**Met4 routing**

Cells faint in the background.
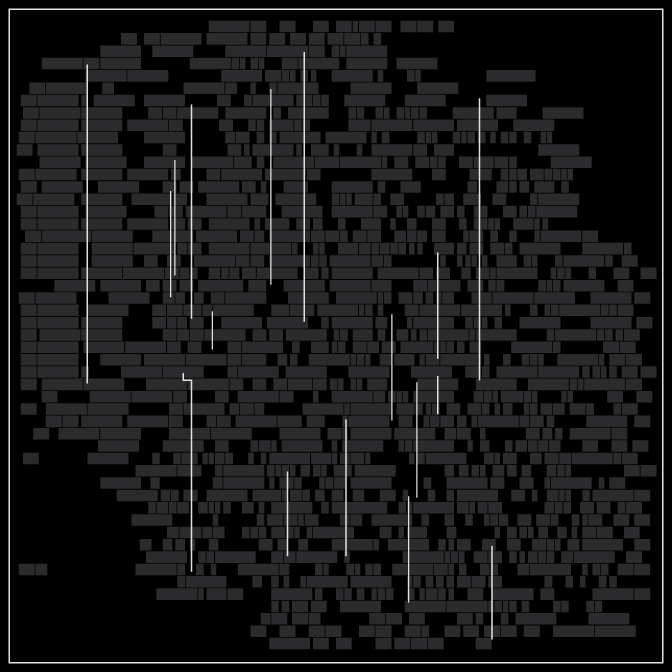
**Metal 3**

Scale bar: 50 um.
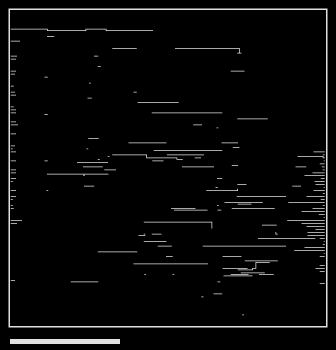
<file path="src/rtl/fib_tp_pkg.sv">
// Shared types and helpers for the two-phase Fibonacci sequencer.
package fib_tp_pkg;

  typedef enum logic [2:0] {IDLE, RST, START, WAIT, CHECK, DONE} state_t;

  localparam int RAIL_NUM = 2;

  // Phase of one bit: rail[0] carries the value, rail[0]^rail[1] the phase.
  function automatic logic tp_phase(input logic [RAIL_NUM-1:0] rails);
    return rails[0] ^ rails[1];
  endfunction

endpackage

</file>
<file path="src/rtl/fib_tp_seq_ctrl_detect.sv">
// Token detector: synchronizes every rail, then accepts a word whose bits all
// carry the expected phase and which is identical on two consecutive samples.
module tp_word_detect
  import fib_tp_pkg::*;
#(
  parameter int WIDTH = 16
) (
  input  logic                             clk,
  input  logic                             rst,
  input  logic [WIDTH-1:0][RAIL_NUM-1:0]   fib_in,
  input  logic                             exp_ph,
  output logic                             accept,
  output logic [WIDTH-1:0]                 value
);

  logic [WIDTH-1:0][RAIL_NUM-1:0] sync1, sync2, prev;
  logic                           all_ph;

  always_ff @(posedge clk or posedge rst) begin
    if (rst) begin
      sync1 <= '0;
      sync2 <= '0;
      prev  <= '0;
    end else begin
      sync1 <= fib_in;
      sync2 <= sync1;
      prev  <= sync2;
    end
  end

  always_comb begin
    all_ph = 1'b1;
    value  = '0;
    for (int i = 0; i < WIDTH; i++) begin
      value[i] = sync2[i][0];
      if (tp_phase(sync2[i]) != exp_ph) all_ph = 1'b0;
    end
  end

  // Stability filter rejects skewed or glitching rails caught mid-transition.
  assign accept = all_ph && (sync2 == prev);

endmodule

</file>
<file path="src/rtl/fib_tp_seq_ctrl.sv">
// Sequencer for the fib_tp core: resets, starts, acks and golden-checks each term.
//  state | meaning
//  IDLE  | core held in reset, waiting for go
//  RST   | core reset for RST_CYC cycles
//  START | release reset, raise start
//  WAIT  | waiting for next token, timeout running
//  CHECK | compare token with golden, toggle ack
//  DONE  | results valid, core back in reset
module fib_tp_seq_ctrl
  import fib_tp_pkg::*;
#(
  parameter int WIDTH   = 16,
  parameter int RST_CYC = 8,
  parameter int TMO_CYC = 1024,
  parameter int CNT_W   = 16
) (
  input  logic                           clk,
  input  logic                           rst,
  input  logic                           go,
  input  logic [CNT_W-1:0]               n_terms,
  input  logic [WIDTH-1:0][RAIL_NUM-1:0] fib_in,
  output logic                           fib_rst,
  output logic                           fib_start,
  output logic                           fib_ack,
  output logic                           busy,
  output logic                           done,
  output logic                           pass,
  output logic [CNT_W-1:0]               term_cnt,
  output logic [WIDTH-1:0]               last_val,
  output logic [CNT_W-1:0]               err_idx,
  output logic [WIDTH-1:0]               err_val,
  output logic                           tmo
);

  localparam int TMR_W = $clog2(TMO_CYC + 1);
  localparam int RC_W  = $clog2(RST_CYC + 1);

  state_t             state, state_nxt;
  logic               go_q, go_rise;
  logic [RC_W-1:0]    rst_cnt;
  logic [TMR_W-1:0]   tmr;
  logic               exp_ph;
  logic [WIDTH-1:0]   gold_a, gold_b, acc_val;
  logic               err_seen;
  logic               accept;
  logic [WIDTH-1:0]   value;
  logic [CNT_W:0]     term_inc;
  logic               last_term;

  tp_word_detect #(.WIDTH(WIDTH)) u_detect (
    .clk    (clk),
    .rst    (rst),
    .fib_in (fib_in),
    .exp_ph (exp_ph),
    .accept (accept),
    .value  (value)
  );

  assign go_rise   = go & ~go_q;
  assign term_inc  = {1'b0, term_cnt} + {{CNT_W{1'b0}}, 1'b1};
  assign last_term = (term_inc == {1'b0, n_terms});

  always_ff @(posedge clk or posedge rst) begin
    if (rst) state <= IDLE;
    else     state <= state_nxt;
  end

  always_comb begin
    state_nxt = state;
    fib_rst   = 1'b0;
    fib_start = 1'b0;
    busy      = 1'b0;
    done      = 1'b0;
    pass      = 1'b0;
    case (state)
      IDLE: begin
        fib_rst = 1'b1;
        if (go_rise) state_nxt = (n_terms == '0) ? DONE : RST;
      end
      RST: begin
        fib_rst = 1'b1;
        busy    = 1'b1;
        if (rst_cnt == '0) state_nxt = START;
      end
      START: begin
        fib_start = 1'b1;
        busy      = 1'b1;
        state_nxt = WAIT;
      end
      WAIT: begin
        fib_start = 1'b1;
        busy      = 1'b1;
        if (accept)          state_nxt = CHECK;
        else if (tmr == '0)  state_nxt = DONE;
      end
      CHECK: begin
        fib_start = 1'b1;
        busy      = 1'b1;
        state_nxt = last_term ? DONE : WAIT;
      end
      DONE: begin
        fib_rst = 1'b1;
        done    = 1'b1;
        pass    = !tmo && !err_seen;
        if (go_rise) state_nxt = (n_terms == '0) ? DONE : RST;
      end
      default: state_nxt = IDLE;
    endcase
  end

  always_ff @(posedge clk or posedge rst) begin
    if (rst) begin
      go_q     <= 1'b0;
      rst_cnt  <= '0;
      tmr      <= '0;
      exp_ph   <= 1'b0;
      fib_ack  <= 1'b0;
      gold_a   <= '0;
      gold_b   <= '0;
      acc_val  <= '0;
      err_seen <= 1'b0;
      term_cnt <= '0;
      last_val <= '0;
      err_idx  <= '0;
      err_val  <= '0;
      tmo      <= 1'b0;
    end else begin
      go_q <= go;
      case (state)
        IDLE, DONE: begin
          if (go_rise) begin
            term_cnt <= '0;
            err_idx  <= '0;
            err_val  <= '0;
            err_seen <= 1'b0;
            tmo      <= 1'b0;
            exp_ph   <= 1'b1;
            fib_ack  <= 1'b0;
            gold_a   <= '0;
            gold_b   <= WIDTH'(1);
            rst_cnt  <= RC_W'(RST_CYC - 1);
          end
        end
        RST:   if (rst_cnt != '0) rst_cnt <= rst_cnt - RC_W'(1);
        START: tmr <= TMR_W'(TMO_CYC - 1);
        WAIT: begin
          // Accept wins over an expiring timer in the same cycle.
          if (accept)           acc_val <= value;
          else if (tmr != '0)   tmr     <= tmr - TMR_W'(1);
          else                  tmo     <= 1'b1;
        end
        CHECK: begin
          last_val <= acc_val;
          if ((acc_val != gold_a) && !err_seen) begin
            err_seen <= 1'b1;
            err_idx  <= term_cnt;
            err_val  <= acc_val;
          end
          gold_a   <= gold_b;
          gold_b   <= gold_a + gold_b;
          term_cnt <= term_inc[CNT_W] ? term_cnt : term_inc[CNT_W-1:0];
          fib_ack  <= ~fib_ack;
          exp_ph   <= ~exp_ph;
          tmr      <= TMR_W'(TMO_CYC - 1);
        end
        default: ;
      endcase
    end
  end

endmodule

</file>
<file path="config.mk">
export PLATFORM = sky130hd
export DESIGN_NAME = fib_tp_seq_ctrl
export DESIGN_NICKNAME = d
export VERILOG_FILES = /design/src/rtl/fib_tp_pkg.sv /design/src/rtl/fib_tp_seq_ctrl_detect.sv /design/src/rtl/fib_tp_seq_ctrl.sv
export SDC_FILE = /design/constraint.sdc
export NUM_CORES = 1
export LEC_CHECK = 0
export CORE_UTILIZATION = 50
export CTS_CLUSTER_SIZE = 24
export DETAILED_ROUTE_END_ITERATION = 8
export PLACE_DENSITY = 0.76
export RECOVER_POWER = 25
export REMOVE_ABC_BUFFERS = 1
export SLEW_MARGIN = 30
export SYNTH_ARGS = -nofsm -noshare
export SYNTH_HDL_FRONTEND = slang
export SYNTH_SLANG_ARGS = --single-unit
</file>
<file path="constraint.sdc">
create_clock -name clk -period 7.8 [get_ports clk]
set_input_delay 1.56 -clock clk [delete_from_list [all_inputs] [get_ports clk]]
set_output_delay 1.56 -clock clk [all_outputs]
set_load 0.01 [all_outputs]
</file>
==> impl_metrics.env <==
# yosys + openroad results
export IMPL_synth_xor_xnor_area_share=0.0872
export IMPL_failed_checks="capacitance limit, slew limit"
export IMPL_p_sw_mw=1.26
export IMPL_clk_latency_ns=0.52
export IMPL_stdcell_area_mm2=0.0122
export IMPL_top_logic_kind="simple AND/OR/NAND/NOR gates"
export IMPL_dp_cells=1278
export IMPL_worstSetupEndpointType="async pin"
export IMPL_hp_class="flip-flop to flip-flop"
export IMPL_diodes=0
export IMPL_finalClockPeriodUsage=0.557
export IMPL_ys_ff=231
export IMPL_critPathLaunchType="input port"
export IMPL_yosysSeqAreaShare=0.576
export IMPL_maxCapViolations=1
export IMPL_seq_power_share=0.435
export IMPL_fmax_mhz=230
export IMPL_worstSetupPathDepth=3
export IMPL_finalMaxSlewViolations=151
export IMPL_antenna_found_initial=0
export IMPL_yosys_area_share_simple=0.145
export IMPL_yosys_warnings=0
export IMPL_fp_utilization=0.513
export IMPL_outcome="finished, violations left"
export IMPL_gp_congestion=0.853
export IMPL_htreeDepth=1
export IMPL_drc=0
export IMPL_nFillCells=1558
export IMPL_grt_total_usage=0.214
export IMPL_ant_nets=0
export IMPL_ios=122
export IMPL_topCellsByArea="dfrtp_1, xnor2_1, o21ai_0, xor2_1, nand3_1"
export IMPL_grt_overflow_total=0
export IMPL_final_cell_mix="dfrtp_1, o21ai_0, nand2_1"
export IMPL_chipHeight_um=144
export IMPL_initialDrtViolationCount=453
export IMPL_grt_pass1_wl_um=34900
export IMPL_path_clk_slew_ns=0.06
export IMPL_whs_ns=0.343
export IMPL_cts_resized=0
export IMPL_postCtsHoldBufs=0
export IMPL_slew_headroom=-1.03
export IMPL_syn_avg_cell_area_um2=10.8
export IMPL_sw_frac_of_total=0.324
export IMPL_wl_per_cell_um=15.8
export IMPL_critical_path_max_fanout=150
export IMPL_grt_max_degree=151
export IMPL_startpoint="rst"
export IMPL_edf_count=0
export IMPL_p_int_mw=2.63
export IMPL_cp_arrival_ns=4.91
export IMPL_viasPerCell=5.41
export IMPL_core_mm2=0.0196
export IMPL_yosysTopAreaCellShare=0.576
export IMPL_cts_sink_count=231
export IMPL_power_density_mw_per_mm2=317
export IMPL_warning_count=27
export IMPL_placed_cell_area_mm2=0.0115
export IMPL_post_cts_buffers=0
export IMPL_r2r_start="gold_a[1]"
export IMPL_finalNetCount=1108
export IMPL_clockBufferDepth=3
export IMPL_tightest_slew_ns=3.05
export IMPL_grt_pass1_vias=6824
export IMPL_final_common_cell="dfrtp_1"
export IMPL_seq_cell_power_mw=1.69
export IMPL_crit_family="buffers and inverters"
export IMPL_fin_ws_ns=3.45
export IMPL_worstPathCellList="dlygate4sd3_1, clkinvlp_4, buf_6"
export IMPL_skew_ns=0.0148
export IMPL_area_growth_syn_to_layout_pct=21.9
export IMPL_pg_comb_mw=1.09
export IMPL_ys_flop_type="dfrtp_1"
export IMPL_numCtsBuffers=23
export IMPL_reg2reg_to="gold_b[15]"
export IMPL_aoi_share=0.111
export IMPL_final_cells=1320
Notes on 'met4 routing' above:
longest straight run: 70.0 um
share of all routed wire: 2.7%
Vias: 7144
Post-Route WL: 20900 um

Notes on 'metal 3' above:
wire length on this layer: 1050 um
longest straight run: 37.5 um
M3 GR Usage: 0.0293

layer usage:
metal,wire [um],track usage,vias up
met5,0,0,-
met4,554,0.0644,0
met3,1050,0.0293,46
met2,9810,0.343,197
met1,9490,0.304,3425
li1,-,-,3476
synth_stat cells (13+ instances only):
library cell and instances:
a21oi_1 21, clkbuf_1 33, dfrtp_1 231, ha_1 18, inv_1 45, nand2_1 89, nand3_1 79, nand4_1 13
nor2_1 25, nor3_1 19, nor4_1 20, o21ai_0 91, xnor2_1 53, xor2_1 47
cell type report:
| class | count | area (um^2) | area share |
|---|---|---|---|
| Sequential cell | 231 | 5780 | 0.472 |
| Tap cell | 265 | 332 | 0.0271 |
| Clock buffer | 29 | 618 | 0.0505 |
| Timing Repair Buffer | 126 | 1250 | 0.102 |
| Clock inverter | 13 | 153 | 0.0125 |
| Inverter | 45 | 173 | 0.0141 |
| Multi-Input combinational cell | 611 | 3940 | 0.321 |
state kept, by name, summed over array words and instances (netlist names):
name	cells
err_val	16
u_detect.sync2	16
gold_a	16
u_detect.sync1	32
acc_val	16
tmo	1
u_detect.prev	32
fib_ack	1
err_idx	16
last_val	16
err_seen	1
state	3
term_cnt	16
go_q	1
exp_ph	1
gold_b	16
u_detect.value	16
tmr	11
rst_cnt	4
how the worst min path moves through the flow:
| stage | from | cells past startpoint | endpoint |
|---|---|---|---|
| 6_report | u_detect.sync1[30] | 0 | u_detect.value[15] |
| 5_1_grt | u_detect.sync1[9] | 0 | u_detect.sync2[9] |
| 2_1_floorplan | u_detect.sync1[11] | 0 | u_detect.sync2[11] |
| 3_3_place_gp | u_detect.sync1[25] | 0 | u_detect.sync2[25] |
| 3_5_place_dp | u_detect.sync1[21] | 0 | u_detect.sync2[21] |
| 4_1_cts | u_detect.sync1[9] | 0 | u_detect.sync2[9] |
